==> config.mk <==
export PLATFORM = sky130hd
export DESIGN_NAME = mem_arbiter
export DESIGN_NICKNAME = d
export VERILOG_FILES = /design/src/rtl/mem_arbiter.sv
export SDC_FILE = /design/constraint.sdc
export NUM_CORES = 1
export LEC_CHECK = 0
export CORE_AREA = 2 2 290 292
export DETAILED_ROUTE_END_ITERATION = 10
export DIE_AREA = 0 0 292 294
export GPL_TIMING_DRIVEN = 0
export SYNTH_ARGS = -nofsm -noshare
export SYNTH_HDL_FRONTEND = slang
export SYNTH_SLANG_ARGS = --single-unit
==> constraint.sdc <==
create_clock -name clk_i -period 19.3 [get_ports clk_i]
set_input_delay 4.825 -clock clk_i [delete_from_list [all_inputs] [get_ports clk_i]]
set_output_delay 4.825 -clock clk_i [all_outputs]
set_load 0.005 [all_outputs]
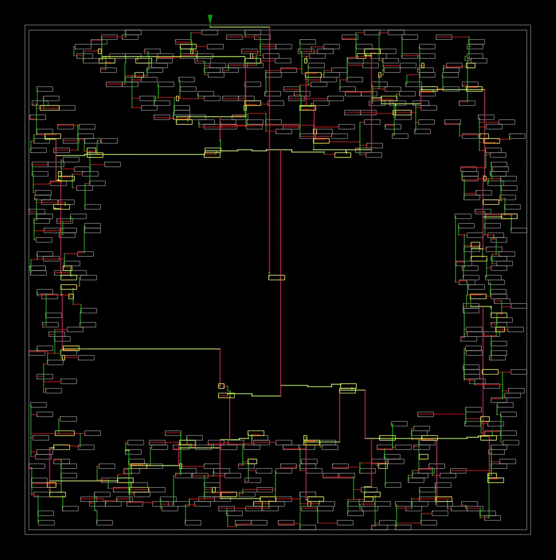
**Above:** the clock network.
Final Skew: 0.01164 ns
Num CTS Buffers: 49
clkbuf count: 78
Clock net power: 0.000957 W
Flops: 427

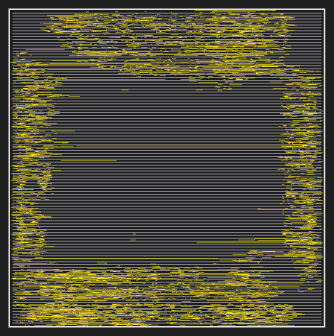
**Above:** the metal 1 layer.
Supply wires on this layer in grey.
longest straight run	200 um
wire length on this layer	23.8 mm
GR Layer Usage met1: 16.01%
Vias: 11.95k
routed wire length: 59730 um

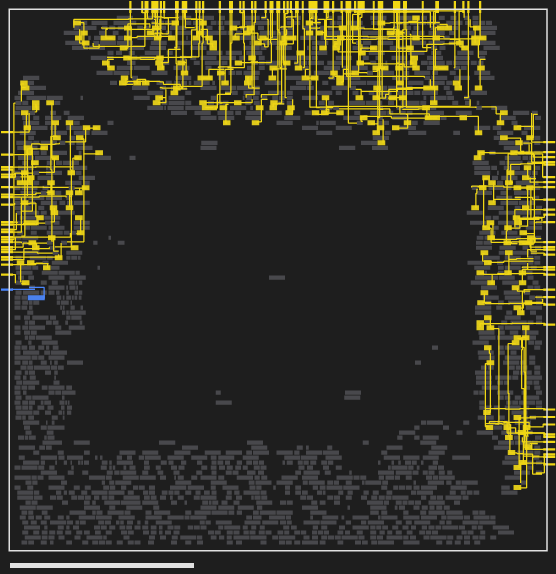
**Above:** wires at chosen ports, followed through buffers.
Bar = 100 um.
port	colour	direction	edge	end cells	buffers	wire
`mem_data_i`	yellow	input	71 north, 33 east, 24 west	256	128	7050 um
`dc_wr_done_o`	blue	output	west	1	1	27.7 um
IO buf count: 755
num ports: 756

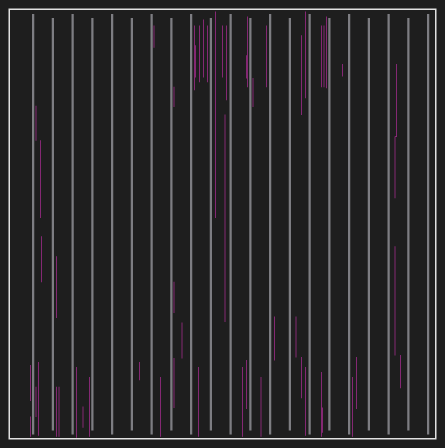
**Above:** M4 wires.
Supply wires on this layer in grey.
wire length on this layer	2150 um
longest straight run	142 um
main direction	vertical
nets with wire on the layer	35

==> flow_summary.yaml <==
# physical design summary
outcome:
  status: "finished clean"
logic_synthesis:
  numSynthFlops: 427
  postSynthCellCount: 988
  edf_count: 0
  synth_cell_types: 36
  ys_cells: 988
  top_cell_area_share_pct: 66.87
  syn_area_um2: 15940
  top_area_cell: "dfrtp_1"
clock_tree:
  cts_tree: "yes"
  path_clk_slew_ns: 0.06
  cts_resized: 0
  clockBufferDepth: 3
  cts_setup_buffers: 0
  clk_latency_ns: 0.57
  cts.sinks: 427
global_routing:
  grt_max_degree: 123
  grt_pass1_vias: 13041
  busiest_layer: "met2"
  grtUsageMet3_pct: 4.335
  antenna_found_initial: 3
  track_usage_pct: 13.35
  grt_pass1_wl_um: 86800
  met2_usage_pct: 22.15
placed_design:
  place_area_um2: 24940
  hpwlAfterDp_um: 47020
  gp_congestion: 0.8885
setup_path:
  required_ns: 14.48
  worst_setup_path_start_kind: "flip-flop"
  cp_slowest_cell: "clkdlybuf4s50_1"
  cp_num_cells: 4
  cp_top_family: "buffers and inverters"
  cp.buffers_inverters: 2
  max_stage_delay_ns: 0.55
  reg2reg_setup_slack_ns: 17.08
  r2r_cells: 5
  path_class: "reg -> out"
timing:
  tightest_slew_ns: 0.7732
  slew_viol_final: 0
  finalCritPeriodShare_pct: 35.69
  hold_violations: 0
  rsz0062_at_grt: "false"
routing:
  antenna_left: 0
  dr.pass1.iters: 5
  dr_wl_met2_um: 28840
  wl_met3_um: 4984
  met1_length_um: 23750
  viasPerCell: 4.099
  route.detailed.drc: 0
  detail_route.iter0.violations: 480
final_layout:
  post-route-util_pct: 32.11
  fillers: 8185
  drive_gt1_share_pct: 22.67
  area_delta_synth_final_pct: 66.97
power:
  power.total_w: 0.004470
  p_per_area_nw_per_um2: 168.0
  ir_drop_uv: 81.57
floorplan:
  core_um2: 82890
  dieWidth_um: 292
  fp.dieH_um: 294
  fp_util_pct: 19.23
worst_hold_path:
  holdCritPathClass: "reg -> reg"
run:
  maxCapViolations: 0
[worst reg2reg max path, cell delays in order (launching register included)]
cell	delay [ns]
dfrtp_1	0.40
buf_2	0.18
nand4_1	0.24
buf_2	0.43
buf_2	0.45
mux2_2	0.40
[per-stage QoR]
stage | setup slack, ns | hold slack (ns) | cells | TNS [ns]
finish | 12.41 | 0.4798 | 2916 | 0
global route | 12.29 | 0.4955 | 2916 | 0
CTS | 12.34 | 0.4823 | 2915 | 0
detailed placement | 12.03 | 0.4684 | 2826 | 0
global placement | -2.346 | 0.4648 | 2823 | -962.98
floorplan | 2.587 | 0.4513 | 988 | 0
[power breakdown]
part           leakage, nW  internal [W]  switching, W
combinational         5.14       0.00123      0.000675
clock                0.827      0.000583      0.000374
sequential            5.31       0.00135      0.000262
[cell type report]
| class | instances | area [um^2] | area share, % |
|---|---|---|---|
| sequential | 427 | 10690 | 40.15 |
| clock inverter | 11 | 136.4 | 0.5124 |
| tap | 1080 | 1351 | 5.077 |
| buffer | 68 | 434.2 | 1.631 |
| antenna | 1 | 2.502 | 0.009402 |
| multi-input combinational | 488 | 4802 | 18.04 |
| timing repair buffer | 758 | 7640 | 28.70 |
| inverter | 5 | 26.28 | 0.09872 |
| clock buffer | 78 | 1538 | 5.777 |
[logic make-up (layout without fill, tap and decap cells)]
logic type | after synthesis | count (layout) | share of synthesized area, %
multiplexers | 257 | 257 | 18.15
buffers and inverters | 73 | 920 | 2.841
flip-flops | 427 | 427 | 67.04
AND-OR/OR-AND | 174 | 174 | 9.772
other | 0 | 1 | 0
AND/OR/NAND/NOR | 57 | 57 | 2.206
Power and IR drop assume default switching activity.
